==> config.mk <==
export PLATFORM = sky130hd
export DESIGN_NAME = alu_issue_stage
export DESIGN_NICKNAME = d
export VERILOG_FILES = /design/src/rtl/alu_pkg.sv /design/src/rtl/alu_issue_decode.sv /design/src/rtl/alu_issue_stage.sv
export SDC_FILE = /design/constraint.sdc
export NUM_CORES = 1
export LEC_CHECK = 0
export CORE_AREA = 2 2 173 175
export DETAILED_ROUTE_END_ITERATION = 10
export DIE_AREA = 0 0 175 177
export PLACE_DENSITY_LB_ADDON = 0.15
export SYNTH_ARGS = -nofsm -noshare
export SYNTH_HDL_FRONTEND = slang
export SYNTH_SLANG_ARGS = --single-unit
==> constraint.sdc <==
create_clock -name clk -period 2.7 [get_ports clk]
set_clock_uncertainty 0.05 [all_clocks]
set_input_delay 0.405 -clock clk [delete_from_list [all_inputs] [get_ports clk]]
set_output_delay 0.405 -clock clk [all_outputs]
set_load 0.03 [all_outputs]
==> run_1/registers.png <==
Scale: 2 px per um. Other sequential cells in the stronger gray, the rest of the logic in the fainter gray.
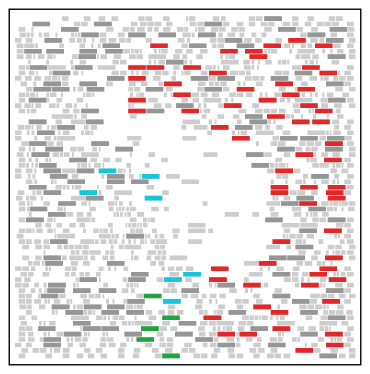
- out_rd: green (flops 5; where bottom middle)
- out_a: red (flops 64)
- out_type: cyan (flops 7; where middle)
reported sequential group power: 3.52 mW
final core utilization: 0.520

==> run_1/drive_strength.png <==
Scale: 3 px per um.
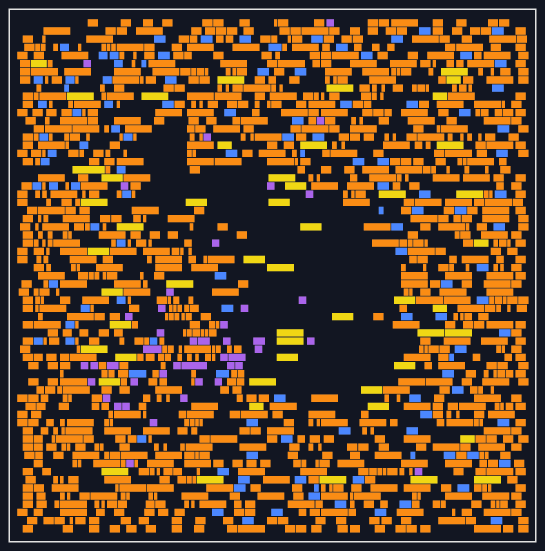
- drive 3 to 4: purple (cells 43)
- drive 2: blue (cells 115)
- drive 6 and up: yellow (cells 51)
- drive 1 or less: orange (cells 1092)
bufs w/o clock: 495
summed area of non-filler cells in the final layout: 0.0152 mm2

==> run_1/zoom.png <==
Window x 75 to 100, y 76 to 101 um. Cells in gray, sequential cells in the stronger gray; small squares are vias.
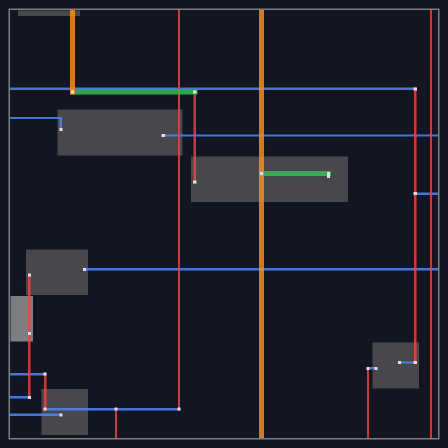
- met4: orange
- met1: blue
- met3: green
- met2: red
- cells with their middle in the window: 5
- most frequent: buf_4 (2)
- sequential cells in the window: 0

==> impl_results.rst, run 1 <==
Implementation results
======================

.. list-table::
   :header-rows: 1

   * - Metric
     - Value
   * - Run status
     - completed
   * - Average size of a mapped cell
     - 11.0 um2
   * - Count of pins on the block boundary
     - 443
   * - Nature of the critical path endpoint
     - register
   * - Setup TNS after final layout
     - 0 ns
   * - Highest achievable clock rate
     - 431 MHz
   * - Filler instances
     - 2650
   * - Relative area change from synthesis to final layout
     - 66.1%
   * - Number of cells traversed by the worst register-to-register path
     - 5
   * - Leak
     - roughly 6 nW
   * - Residual overflow from global routing
     - 0
   * - Input/output buffers
     - between 400 and 500
   * - Number of cells in Yosys stat
     - 830
   * - Library cells used by synthesis
     - 49
   * - Worst Setup Start Kind
     - input pin
   * - Worst-path maximum fanout
     - 27
   * - Top cell type's share of synthesized area
     - 0.579
   * - Cell area leaders
     - sky130_fd_sc_hd__dfrtp_1 (58%), sky130_fd_sc_hd__mux2_2 (9.1%), sky130_fd_sc_hd__a22oi_1 (6.2%), sky130_fd_sc_hd__nand2_1 (5.7%), sky130_fd_sc_hd__o21ai_0 (3.7%)
   * - Synthesized cell area
     - 0.00916 mm2
   * - Via count of the first global-routing pass
     - 8501
   * - Met3 Use GR
     - 0.0692
   * - Maximum ir drop on the vdd rail
     - 349 uV
   * - Period utilisation layout
     - 0.858
   * - Rows
     - 63
   * - Share of power burned in registers
     - 0.406
   * - DPL Wire Length
     - 24200 um
   * - Setup slack, reg-to-reg
     - between 0.6 and 0.7 ns
   * - Portion of total power attributed to combinational logic
     - 0.214
   * - Global-route wire length before repair
     - 50200 um
   * - Post-detailed-route via-to-cell ratio
     - 4.94
   * - Chip area estimate from yosys synthesis
     - 0.00916 mm2
   * - Mean routed wirelength per cell
     - between 15 and 20 um
   * - Largest delay share family, worst path
     - AND-OR/OR-AND gates
   * - Fraction of final layout cells with drive strength greater than 1
     - 0.161
   * - Switching part of the total power
     - 0.273
   * - Post-Syn Nets
     - 1060
   * - Number of gates on the worst path with buffers counted
     - 7
   * - Final setup margin
     - approximately 0.38 ns
   * - Post-synth tally of flip-flops with integrated enable
     - 0
   * - Power Dens Cells
     - around 570 mW/mm2
   * - Count of antenna diodes in the layout
     - 0
   * - Actual transition at the worst max-transition pin
     - roughly 0.67 ns
   * - Via count
     - 8349
   * - Net switching power figure
     - 2.37 mW
   * - DRC violation count after routing
     - 0
   * - Commonest cells in the netlist
     - sky130_fd_sc_hd__dfrtp_1 (212), sky130_fd_sc_hd__nand2_1 (140), sky130_fd_sc_hd__a22oi_1 (76)
   * - Post-synth seq share
     - 0.579
   * - Clock tree from TritonCTS
     - yes
[run 1: metrics by stage]
stage | utilization | cell area, um2
detailed placement | 0.492 | 14400
global placement | 0.492 | 14400
global route | 0.520 | 15200
finish | 0.520 | 15200
floorplan | - | 9160
CTS | 0.520 | 15200
[run 1: area by class of cell]
type,count,share of cell area
Clock buffer,34,0.0479
Clock inverter,10,0.00526
Inverter,6,0.00148
Multi-Input combinational cell,544,0.233
Sequential cell,212,0.349
Tap cell,390,0.0321
Timing Repair Buffer,495,0.331
[run 1: metal layers]
metal	share of wire	routed length (um)
met5	0	0
met2	0.49	16400
met1	0.40	13300
met3	0.091	3030
met4	0.016	520
[run 1: power groups by stage]
stage	Sequential, mW	Clock [mW]	Combinational (mW)
global route	3.55	3.54	1.95
finish	3.52	3.30	1.86
CTS	3.52	3.40	1.88
global placement	3.57	0	1.87
floorplan	4.06	0	0.312
detailed placement	3.58	0	1.87
[run 1: kinds of logic (layout without fill, tap and decap cells)]
group,count (synthesis),in the layout,synth area share
buffers and inverters,74,545,0.0361
AND-OR/OR-AND,290,290,0.207
XOR/XNOR,1,1,0.000956
flip-flops,212,212,0.579
multiplexers,74,74,0.0910
AND/OR/NAND/NOR,179,179,0.0865
==> run_1/met2.png <==
Scale: 2 px per um.
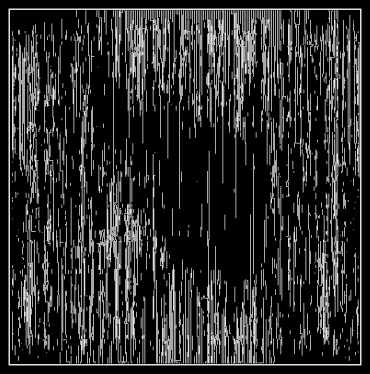

==> inputs of run 2 (changes only) <==
CORE_AREA = 2 2 170 172   (was 2 2 173 175)
DIE_AREA = 0 0 172 174   (was 0 0 175 177)
SETUP_SLACK_MARGIN = 0.3   (was unset)
clock period = 2.05 ns   (was 2.7 ns; I/O delays follow)
==> run_2/met2.png <==
Scale: 2 px per um.
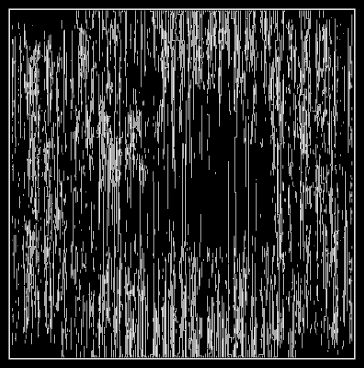
- longest straight run: 76.2 um
- nets with wire on the layer: 1387
- main direction: vertical
- share of all routed wire: 50%
- wire length on this layer: 18100 um
global routing usage on met2: 0.384
WL final: 36200 um
via count: 8728

==> run_2/final_congestion.png <==
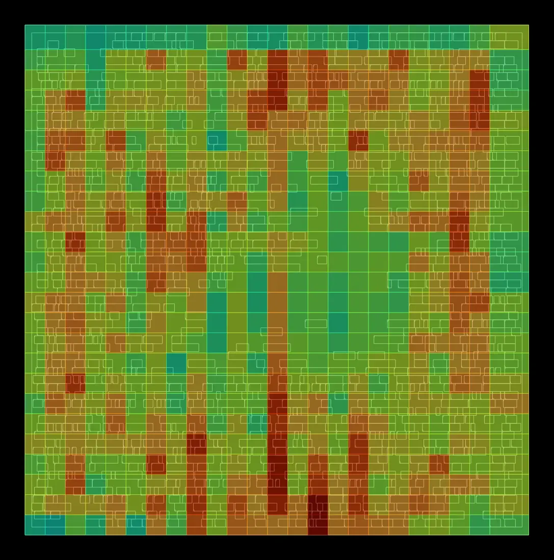
met3 Use GR: 0.0756
global routing's busiest layer: met2
met1 track demand over resource in global routing: 0.261

==> run_2/density.png <==
Scale: 2 px per um. 17 x 17 tiles, from black (low) to pale yellow (high), 0 to 100% covered.
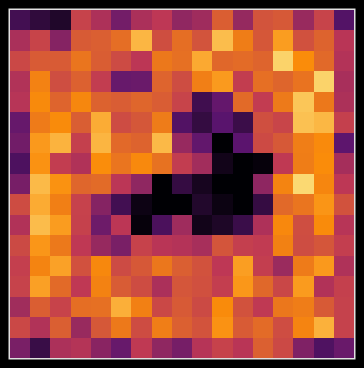
- emptiest ninth of the die: middle
- mean over tiles: 53%
- tiles over 75% full: 12%
area inside the core boundary: 0.0282 mm2
floorplan-stage core utilization: 0.324
final core utilization: 0.581

==> impl_results.rst, run 2 <==
Implementation results
======================

.. list-table::
   :header-rows: 1

   * - Metric
     - Value
   * - Largest delay share family, worst path
     - AND-OR/OR-AND gates
   * - Fraction of registers with async set or reset after synthesis
     - 1.00
   * - Post-synthesis mux area share
     - 0.0910
   * - Nature of the critical path endpoint
     - register
   * - Count of pins on the block boundary
     - around 440
   * - Worst Setup Start Kind
     - register
   * - Leak
     - slightly below 8 nW
   * - Number of cells in Yosys stat
     - 830
   * - Setup slack, reg-to-reg
     - 0.08 ns
   * - Commonest cells in the netlist
     - sky130_fd_sc_hd__dfrtp_1 (212), sky130_fd_sc_hd__nand2_1 (140), sky130_fd_sc_hd__a22oi_1 (76)
   * - Clock tree from TritonCTS
     - yes
   * - Number of gates on the worst path with buffers counted
     - 5
   * - Power Dens Cells
     - 682 mW/mm2
   * - Buffer depth of the longest clock path
     - 3
   * - Mean routed wirelength per cell
     - ~21 um
   * - Cell area leaders
     - sky130_fd_sc_hd__dfrtp_1 (58%), sky130_fd_sc_hd__mux2_2 (9.1%), sky130_fd_sc_hd__a22oi_1 (6.2%), sky130_fd_sc_hd__nand2_1 (5.7%), sky130_fd_sc_hd__o21ai_0 (3.7%)
   * - Top logic cell family in the synthesized netlist
     - AND-OR/OR-AND gates
   * - Delay contributed by the slowest stage of the critical path
     - between 0.5 and 0.6 ns
   * - Post-Syn Nets
     - around 1100
   * - Filler instances
     - roughly 2600
   * - Top cell type's share of synthesized area
     - 0.579
   * - Post-synthesis share of cell area spent on and, or, nand and nor gates
     - 0.0865
   * - XORs/XNORs by Area
     - 0.000956
   * - Maximum ir drop on the vdd rail
     - ~470 uV
   * - Arithmetic-cell share of the synthesized area counting full adders, half adders and majority gates
     - 0
   * - Residual overflow from global routing
     - 0
   * - Clock slew at the register clock pins of the worst setup and hold paths
     - 0.06 ns
   * - Unrepaired setup endpoints after global routing
     - yes
   * - Actual transition at the worst max-transition pin
     - 0.433 ns
   * - DRC violation count after routing
     - 0
   * - Worst-path maximum fanout
     - 7
   * - Post-detailed-route via-to-cell ratio
     - 5.04
   * - Period utilisation layout
     - 0.962
   * - Chip area estimate from yosys synthesis
     - 0.00916 mm2
   * - Run status
     - completed
   * - Via count of the first global-routing pass
     - between 8000 and 9000
   * - Fraction of final layout cells with drive strength greater than 1
     - 0.250
   * - Post-synth seq share
     - 0.579
   * - Average size of a mapped cell
     - approximately 11 um2
   * - Aoi/oai-family share of the synthesized area
     - 0.207
   * - Relative area change from synthesis to final layout
     - 79.1%
   * - Post-synth tally of flip-flops with integrated enable
     - 0
   * - Number of cells traversed by the worst register-to-register path
     - 5
   * - Highest achievable clock rate
     - 507 MHz
   * - Global-route wire length before repair
     - 51500 um
   * - DPL Wire Length
     - 23800 um
==> run 2: netlist changes by cell type in the layout (fill, tap and decap cells not counted), sizes merged <==
cell | previous run | this run
a31o | 1 | 2
bufinv | 1 | 0
inv | 6 | 7
clkbuf | 34 | 50
buf | 53 | 93
clkinvlp | 2 | 0
dlymetal6s2s | 0 | 59
clkdlybuf4s15 | 0 | 1
clkdlybuf4s50 | 441 | 216
diode | 0 | 1
clkinv | 7 | 1
dlygate4sd2 | 0 | 162
==> run 2: metrics by stage <==
stage | std cells | utilization | area, um2 | TNS [ns] | hold WS (ns)
5_1_grt | 1732 | 0.581 | 16400 | 0 | 0.127
3_3_place_gp | 1653 | 0.516 | 14600 | -87.53 | 0.211
3_5_place_dp | 1653 | 0.516 | 14600 | -90.82 | 0.208
6_report | 1732 | 0.581 | 16400 | 0 | 0.125
2_1_floorplan | 830 | - | 9300 | 0 | -0.0381
4_1_cts | 1715 | 0.556 | 15700 | 0 | 0.239
==> run 2: final cells by class <==
| type | count | area share |
|---|---|---|
| sequential | 212 | 0.323 |
| tap | 384 | 0.0293 |
| inverter | 6 | 0.00153 |
| clock buffer | 38 | 0.0448 |
| multi-input combinational | 545 | 0.243 |
| antenna | 1 | 0.000153 |
| clock inverter | 2 | 0.000839 |
| timing repair buffer | 544 | 0.357 |
==> run 2: metal layers <==
metal / vias to the layer above / share of wire / track usage
met3: 59 / 0.095 / 0.0756
met1: 4274 / 0.38 / 0.261
met4: 2 / 0.023 / 0.0620
met2: 370 / 0.50 / 0.384
met5: - / 0.00036 / 0
li1: 4023 / - / -
==> run 2: power breakdown <==
part	internal (mW)	total, mW	switching, mW
Clock	2.44	4.15	1.72
Combinational	1.12	2.41	1.29
Sequential	4.50	4.63	0.136
Total	8.05	11.2	3.15
Power and IR drop assume default switching activity.
